## src/rtl/mult_sequencer_if.sv

```systemverilog
// EX-stage multiply handshake: instruction/operands in, stall/done/result out.
interface mult_sequencer_if #(
  parameter int WIDTH = 32
);
  logic             valid_i;
  logic [3:0]       ALUCtrl_i;
  logic             flush_i;
  logic [WIDTH-1:0] data1_i;
  logic [WIDTH-1:0] data2_i;
  logic             stall_o;
  logic             done_o;
  logic             busy_o;
  logic [WIDTH-1:0] result_o;

  modport master (
    output valid_i, ALUCtrl_i, flush_i, data1_i, data2_i,
    input  stall_o, done_o, busy_o, result_o
  );

  modport slave (
    input  valid_i, ALUCtrl_i, flush_i, data1_i, data2_i,
    output stall_o, done_o, busy_o, result_o
  );
endinterface

```

## src/rtl/mult_sequencer.sv

```systemverilog
// Shift-add MUL sequencer for the EX stage: stalls the pipeline while it walks
// the multiplier one bit per cycle, then presents the low WIDTH product bits.
module mult_sequencer #(
  parameter int WIDTH      = 32,
  parameter bit EARLY_EXIT = 1'b0
) (
  input  logic             clk_i,
  input  logic             rst_i,
  mult_sequencer_if.slave  bus
);

  localparam int              CNT_W    = (WIDTH > 1) ? $clog2(WIDTH) : 1;
  localparam logic [3:0]      OP_MUL   = 4'b0011;
  localparam logic [CNT_W-1:0] CNT_LAST = CNT_W'(WIDTH - 1);

  typedef enum logic [1:0] {IDLE, RUN, DONE} state_t;

  state_t           state, state_nxt;
  logic [WIDTH-1:0] mcand, mplier, acc;
  logic [WIDTH-1:0] mplier_shr;
  logic [CNT_W-1:0] cnt;
  logic             start, last_iter;
  logic             stall, done, busy;
  logic [WIDTH-1:0] result;

  // Gating with rst_i keeps every output low while reset is held, even if a MUL is presented.
  assign start      = rst_i & bus.valid_i & (bus.ALUCtrl_i == OP_MUL) & ~bus.flush_i;
  assign mplier_shr = mplier >> 1;
  assign last_iter  = (cnt == CNT_LAST) || (EARLY_EXIT && (mplier_shr == '0));

  always_ff @(posedge clk_i or negedge rst_i) begin
    if (!rst_i) state <= IDLE;
    else        state <= state_nxt;
  end

  always_comb begin
    state_nxt = state;
    stall     = 1'b0;
    done      = 1'b0;
    busy      = (state == RUN);
    result    = '0;
    case (state)
      IDLE: begin
        if (start) begin
          state_nxt = RUN;
          stall     = 1'b1;
        end
      end
      RUN: begin
        if (bus.flush_i) begin
          state_nxt = IDLE;
        end else begin
          stall = 1'b1;
          if (last_iter) state_nxt = DONE;
        end
      end
      DONE: begin
        // The retiring MUL is still in EX here, so start is deliberately not sampled.
        state_nxt = IDLE;
        if (!bus.flush_i) begin
          done   = 1'b1;
          result = acc;
        end
      end
      default: state_nxt = IDLE;
    endcase
  end

  always_ff @(posedge clk_i or negedge rst_i) begin
    if (!rst_i) begin
      mcand  <= '0;
      mplier <= '0;
      acc    <= '0;
      cnt    <= '0;
    end else begin
      case (state)
        IDLE: begin
          if (start) begin
            mcand  <= bus.data1_i;
            mplier <= bus.data2_i;
            acc    <= '0;
            cnt    <= '0;
          end
        end
        RUN: begin
          if (bus.flush_i) begin
            acc <= '0;
          end else begin
            if (mplier[0]) acc <= acc + mcand;
            mcand  <= mcand << 1;
            mplier <= mplier_shr;
            cnt    <= cnt + 1'b1;
          end
        end
        DONE: begin
          if (bus.flush_i) acc <= '0;
        end
        default: ;
      endcase
    end
  end

  assign bus.stall_o  = stall;
  assign bus.done_o   = done;
  assign bus.busy_o   = busy;
  assign bus.result_o = result;

endmodule

```

## src/flat_wrapper.sv

```systemverilog
// flat-port wrapper written by rule: the top's interface ports become plain ports
module mult_sequencer_flat 
#(
  parameter int WIDTH      = 32,
  parameter bit EARLY_EXIT = 1'b0
)
  (clk_i, rst_i, bus_valid_i, bus_ALUCtrl_i, bus_flush_i, bus_data1_i, bus_data2_i, bus_stall_o, bus_done_o, bus_busy_o, bus_result_o);
  mult_sequencer_if #(.WIDTH(WIDTH)) bus_i ();
  input  logic clk_i;
  input  logic rst_i;
  input wire logic [$bits(bus_i.valid_i)-1:0] bus_valid_i;
  input wire logic [$bits(bus_i.ALUCtrl_i)-1:0] bus_ALUCtrl_i;
  input wire logic [$bits(bus_i.flush_i)-1:0] bus_flush_i;
  input wire logic [$bits(bus_i.data1_i)-1:0] bus_data1_i;
  input wire logic [$bits(bus_i.data2_i)-1:0] bus_data2_i;
  output wire logic [$bits(bus_i.stall_o)-1:0] bus_stall_o;
  output wire logic [$bits(bus_i.done_o)-1:0] bus_done_o;
  output wire logic [$bits(bus_i.busy_o)-1:0] bus_busy_o;
  output wire logic [$bits(bus_i.result_o)-1:0] bus_result_o;
  assign bus_i.valid_i = bus_valid_i;
  assign bus_i.ALUCtrl_i = bus_ALUCtrl_i;
  assign bus_i.flush_i = bus_flush_i;
  assign bus_i.data1_i = bus_data1_i;
  assign bus_i.data2_i = bus_data2_i;
  assign bus_stall_o = bus_i.stall_o;
  assign bus_done_o = bus_i.done_o;
  assign bus_busy_o = bus_i.busy_o;
  assign bus_result_o = bus_i.result_o;
  mult_sequencer #(.WIDTH(WIDTH), .EARLY_EXIT(EARLY_EXIT)) u_core (.clk_i(clk_i), .rst_i(rst_i), .bus(bus_i));
endmodule
```

## config.mk

```make
export PLATFORM = sky130hd
export DESIGN_NAME = mult_sequencer_flat
export DESIGN_NICKNAME = d
export VERILOG_FILES = /design/src/rtl/mult_sequencer_if.sv /design/src/rtl/mult_sequencer.sv /design/src/flat_wrapper.sv
export SDC_FILE = /design/constraint.sdc
export NUM_CORES = 1
export LEC_CHECK = 0
export CAP_MARGIN = 0
export CORE_UTILIZATION = 49
export CTS_BUF_LIST = sky130_fd_sc_hd__clkbuf_16
export DETAILED_ROUTE_END_ITERATION = 10
export PLACE_DENSITY = 0.83
export SYNTH_ARGS = -nofsm -noshare
export SYNTH_HDL_FRONTEND = slang
export SYNTH_SLANG_ARGS = --single-unit
```

## constraint.sdc

```tcl
create_clock -name clk_i -period 2.5 [get_ports clk_i]
set_input_delay 0.5 -clock clk_i [delete_from_list [all_inputs] [get_ports clk_i]]
set_output_delay 0.5 -clock clk_i [all_outputs]
set_load 0.01 [all_outputs]
```

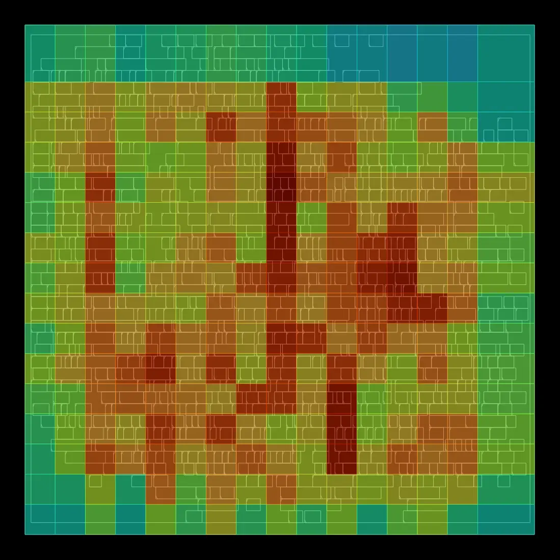
(run_1/final_congestion.png)
busiest grt layer: met2
M1 GR Usage: 0.3376
met2 usage: 0.4517

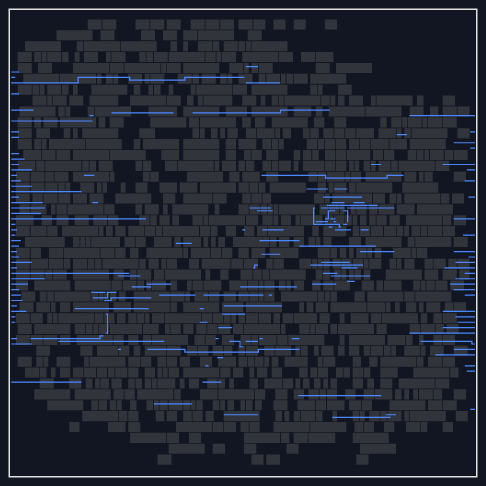
(run_1/met3.png)
Scale: 4 px per µm.
nets with wire on the layer = 127
longest straight run = 33.4 µm
main direction = horizontal
wire length on this layer = 1,000 µm
share of all routed wire = 5.8%
Routed Wire Length: 17,390 µm
DR vias: 6,000

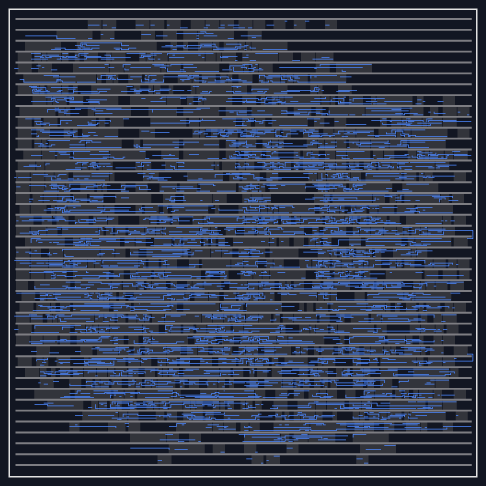
(run_1/met1.png)
Scale: 4 px per µm. Supply wires on this layer in grey.
share of all routed wire = 43%
main direction = horizontal
nets with wire on the layer = 915
wire length on this layer = 7,550 µm

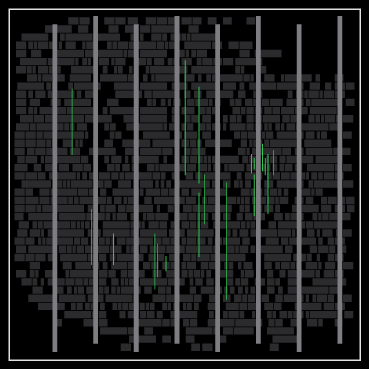
(run_1/met4.png)
Scale: 3 px per µm. Supply wires on this layer in grey.
share of all routed wire = 1.7%
nets with wire on the layer = 15
longest straight run = 38.8 µm
wire length on this layer = 296 µm
main direction = vertical

==> flow_summary.toml, run 1 <==
# yosys + openroad results
[run_status]
status = "finished, violations left"
violations = "setup timing"

[placement]
post_dp_cell_area_um2 = 8446
dp_slack_ns = -0.4280
portBuffers = 106
placed_cells = 1058

[cells_and_area]
finalInstanceArea_um2 = 9011
inverters = 10
layout_top_cells_excl_fill_tap = "110 x nand2_1, 108 x buf_4, 103 x dfrtp_1"
fin_util = 0.7083
nonClockBufferCount = 221
nets = 1019
comb.multi_input.count = 564
largest_class = "combinational gates"
stdcell_count = 1086

[clock_network]
cts.clk_slew.worst_paths_ns = 0.08
cts_buffers = 9
cts_tree = "yes"
postCtsSetupBuffers = 7

[sta]
layout_setup_ws_ns = -0.1484
finalCritPeriodShare = 1.059
final-setup-viol-count = 4
relSlewSlack = 0.3767
maxSlewViolCount = 0

[setup_path]
worstPathMaxFanout = 3
required_ns = 2.81
slowest_stage = "or4_1"

[synthesis]
common_cells = "113 x nand2_1, 110 x o21ai_0, 103 x dfrtp_1"
synth_seq_share = 0.4013
ys_area_um2 = 6422
syn_inst = 714
top_cell_area_share = 0.4013
yosys_warnings = 0

[global_route]
grt_pass1_wl_um = 27810
track_usage = 0.2660
grt_antenna_before_repair = 0
grt_overflow = 0
grt_max_degree = 73

[die]
die_w_um = 116.5
fp-utilization = 0.5048
fp-row-count = 41

[pwr]
comb_power_share = 0.430
swShare = 0.3786
power.total_mw = 6.948
p_switching_mw = 2.631
p_seq_mw = 2.52
pg_comb_mw = 2.99
pg_clk_mw = 1.44
==> run 1: cell families (layout without fill, tap and decap cells) <==
kind of cell | after synthesis | in the layout | share of synthesized area
AOI/OAI and AO/OA | 217 | 217 | 0.1958
xor gates and xnor gates | 25 | 25 | 0.03409
adders and majority gates | 38 | 38 | 0.07520
buffers and inverters | 47 | 247 | 0.02883
DFF | 103 | 103 | 0.4013
muxes | 64 | 64 | 0.09994
and+or+nand+nor | 220 | 220 | 0.1648
==> run 1: layer usage <==
| layer | vias to the layer above | track usage | part of all wire |
|---|---|---|---|
| li1 | 2931 | - | - |
| met1 | 2828 | 0.3376 | 0.43 |
| met2 | 202 | 0.4517 | 0.49 |
| met3 | 39 | 0.06331 | 0.058 |
| met4 | 0 | 0.07607 | 0.017 |
| met5 | - | 0 | 0 |
==> run_1/met2.png <==
Scale: 4 px per µm.
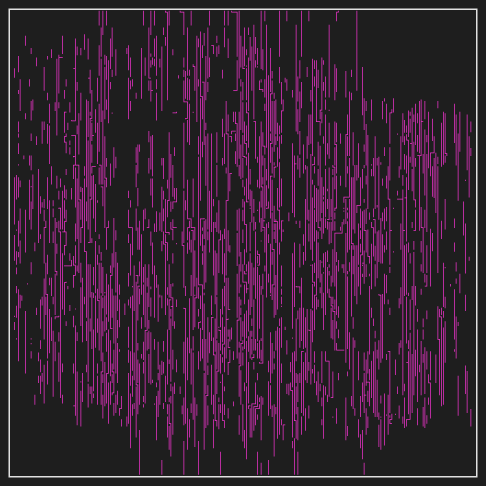

==> run 1 -> run 2 <==
--- a/config.mk
+++ b/config.mk
@@ -5,10 +5,12 @@
 export SDC_FILE = /design/constraint.sdc
 export NUM_CORES = 1
 export LEC_CHECK = 0
+export ABC_AREA = 0
 export CAP_MARGIN = 0
 export CORE_UTILIZATION = 49
 export CTS_BUF_LIST = sky130_fd_sc_hd__clkbuf_16
 export DETAILED_ROUTE_END_ITERATION = 10
+export GPL_ROUTABILITY_DRIVEN = 0
 export PLACE_DENSITY = 0.83
 export SYNTH_ARGS = -nofsm -noshare
 export SYNTH_HDL_FRONTEND = slang
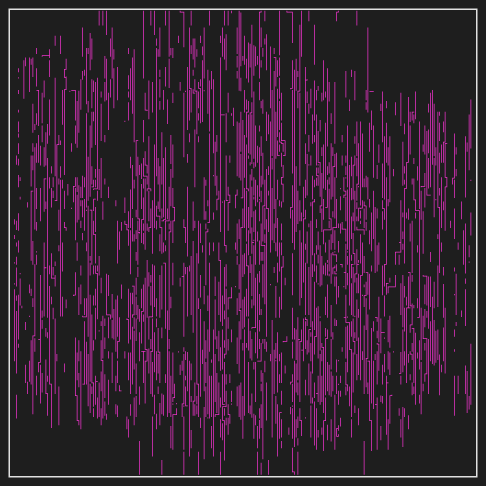
(run_2/met2.png)
Scale: 4 px per µm.
wire length on this layer = 8,660 µm
longest straight run = 44.9 µm

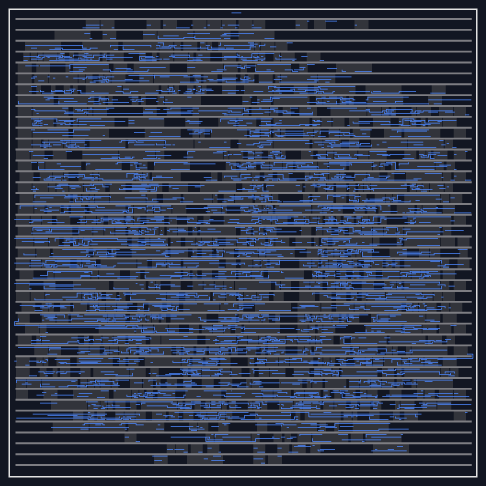
(run_2/met1.png)
Scale: 4 px per µm. Supply wires on this layer in grey.
DR vias: 5,952
M1 GR Usage: 0.3373

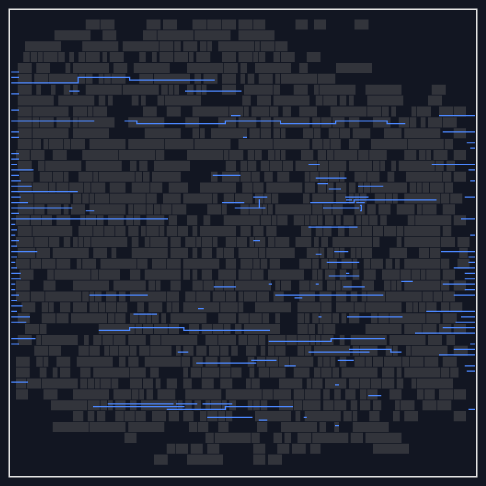
(run_2/met3.png)
Scale: 4 px per µm.
Routed Wire Length: 17,260 µm
global-route met3 utilization: 0.05864

==> flow_summary.toml, run 2 <==
# yosys + openroad results
[run_status]
status = "finished, violations left"
violations = "setup timing"

[synthesis]
common_cells = "113 x nand2_1, 110 x o21ai_0, 103 x dfrtp_1"
top_cell_area_share = 0.4013
syn_inst = 714
synthXorXnorAreaFrac = 0.03409
synth_seq_share = 0.4013
netlist_logic_family_top = "AND-OR/OR-AND gates"
simple_gate_share = 0.1648
yosys.area_share.aoi = 0.1958
synthAdderAreaFrac = 0.07520

[sta]
layout_setup_ws_ns = -0.1902
relSlewSlack = 0.3860
final-setup-viol-count = 4
maxSlewViolCount = 0

[global_route]
grt_util_met2 = 0.4513
grt_antenna_before_repair = 0
grt_overflow = 0
track_usage = 0.2672

[placement]
dp_slack_ns = -0.4721
placed_cells = 1059
portBuffers = 106
post_dp_cell_area_um2 = 8428

[setup_path]
required_ns = 2.79
worstPathMaxFanout = 4
slowest_stage = "or4_1"
path_class = "reg2reg"

[clock_network]
cts_buffers = 9
cts_tree = "yes"
cts.clk_slew.worst_paths_ns = 0.07

[detailed_routing]
wl_met2_um = 8655
top_layer_used = "met4"
wl_met1_um = 7422
wl_met3_um = 890

[die]
fp-row-count = 41
fp-utilization = 0.5048
die_w_um = 116.5

[cells_and_area]
finalInstanceArea_um2 = 9061
nets = 1023
layout_top_cells_excl_fill_tap = "110 x nand2_1, 109 x buf_4, 103 x dfrtp_1"
fin_util = 0.7122

[pwr]
swShare = 0.3715
p_switching_mw = 2.553
p_seq_mw = 2.53
comb_power_share = 0.436
pg_clk_mw = 1.35
pg_comb_mw = 2.99
run 2: how the worst max path moves through the flow:
| stage | from | endpoint | slack, ns |
|---|---|---|---|
| final | u_core.acc[1] | u_core.acc[31] | -0.19 |
| after global routing | u_core.acc[1] | u_core.acc[31] | -0.29 |
| after CTS | u_core.acc[1] | u_core.acc[31] | -0.11 |
| after detailed placement | bus_flush_i | bus_stall_o | -0.47 |
| after global placement | bus_ALUCtrl_i[1] | bus_stall_o | -0.40 |
| after floorplan | u_core.mcand[24] | u_core.acc[31] | 0.02 |
run 2: cell type report:
class	instances	area [µm²]	share of cell area
clock buffers	9	225.2	0.02486
clock inverters	6	48.80	0.005385
inverters	10	37.54	0.004143
multi-input cells	564	3946	0.4355
flip-flops and latches	103	2577	0.2845
well taps	172	215.2	0.02375
repair buffers	225	2011	0.2219
==> run_2/met4.png <==
Scale: 3 px per µm. Supply wires on this layer in grey.
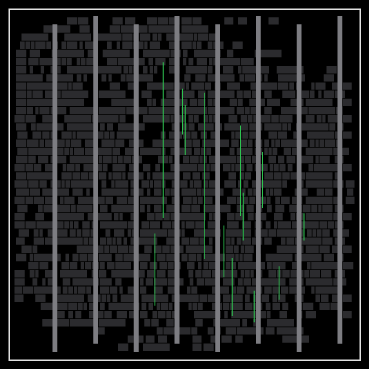

==> run 2 -> run 3 <==
--- a/config.mk
+++ b/config.mk
@@ -6,12 +6,14 @@
 export NUM_CORES = 1
 export LEC_CHECK = 0
 export ABC_AREA = 0
+export ABC_CLOCK_PERIOD_IN_PS = 2500
 export CAP_MARGIN = 0
-export CORE_UTILIZATION = 49
+export CORE_UTILIZATION = 58
 export CTS_BUF_LIST = sky130_fd_sc_hd__clkbuf_16
 export DETAILED_ROUTE_END_ITERATION = 10
+export DONT_BUFFER_PORTS = 1
 export GPL_ROUTABILITY_DRIVEN = 0
-export PLACE_DENSITY = 0.83
+export PLACE_DENSITY = 0.82
 export SYNTH_ARGS = -nofsm -noshare
 export SYNTH_HDL_FRONTEND = slang
 export SYNTH_SLANG_ARGS = --single-unit
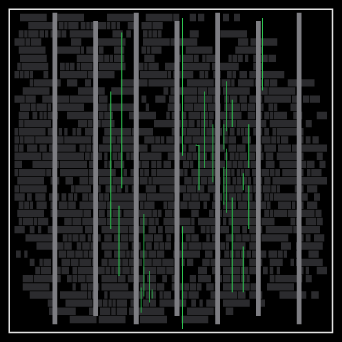
(run_3/met4.png)
Scale: 3 px per µm. Supply wires on this layer in grey.
DR vias: 5,549
Routed Wire Length: 16,560 µm

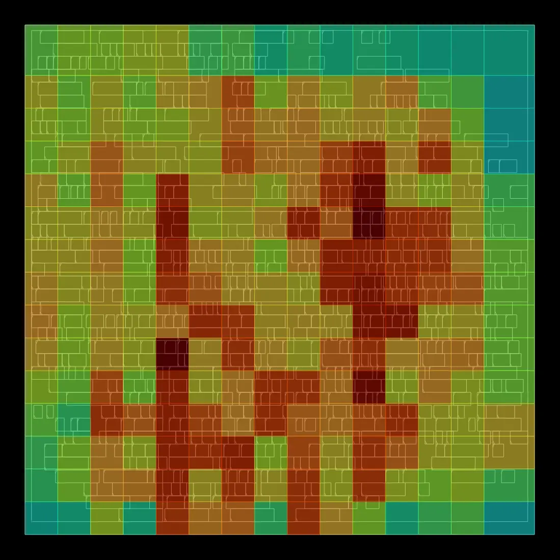
(run_3/final_congestion.png)
total track usage: 0.2910
global-route met3 utilization: 0.06444
met2 usage: 0.5028
fin util: 0.7089

==> flow_summary.toml, run 3 <==
# yosys + openroad results
[clock_network]
cts.clk_slew.worst_paths_ns = 0.08

[placement]
post_dp_cell_area_um2 = 6929
placed_cells = 871

[pwr]
p_seq_mw = 2.56
swShare = 0.3871
pg_clk_mw = 1.42

[synthesis]
netlist_logic_family_top = "AND-OR/OR-AND gates"
ys_area_um2 = 6422
simple_gate_share = 0.1648

[run_status]
status = "finished, violations left"
violations = "hold timing, setup timing"

[sta]
final-setup-viol-count = 5
relSlewSlack = 0.2664
fin_hold_ws_ns = -0.1612
finalHoldViolations = 103
layout_setup_ws_ns = -0.05594

[global_route]
use_met1 = 0.3402
gr-max-usage-layer = "met2"
grt_antenna_before_repair = 0

[die]
fp-row-count = 38

[cells_and_area]
finalInstanceArea_um2 = 7651

[detailed_routing]
top_layer_used = "met4"
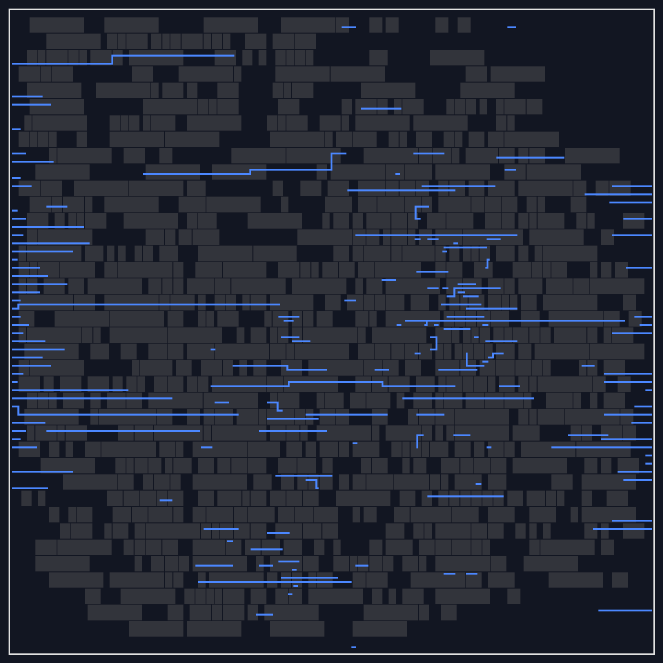
(run_3/met3.png)
Scale: 6 px per µm.

## run 3: netlist changes by cell type in the layout (fill, tap and decap cells not counted), sizes merged
cell	before	now
clkdlybuf4s50	69	0
buf	121	74
dlygate4sd2	33	0
dlymetal6s2s	2	0
clkinv	1	2
clkinvlp	0	1
inv	15	14
## run 3: final cells by class
type	instances	area, µm²	area share
sequential	103	2580	0.3372
inverter	10	37.54	0.004906
clock inverter	7	72.57	0.009485
tap	140	175.2	0.02289
timing repair buffer	74	600.6	0.07850
clock buffer	9	225.2	0.02944
multi-input combinational	564	3960	0.5176
## run 3: timing repair
item	4_1_cts	5_1_grt
resized	22	37
setup endpoints to repair	10	16
setup buffers	8	12
gates cloned	0	0
endpoints found under the hold margin	103	103
pin swaps	16	28
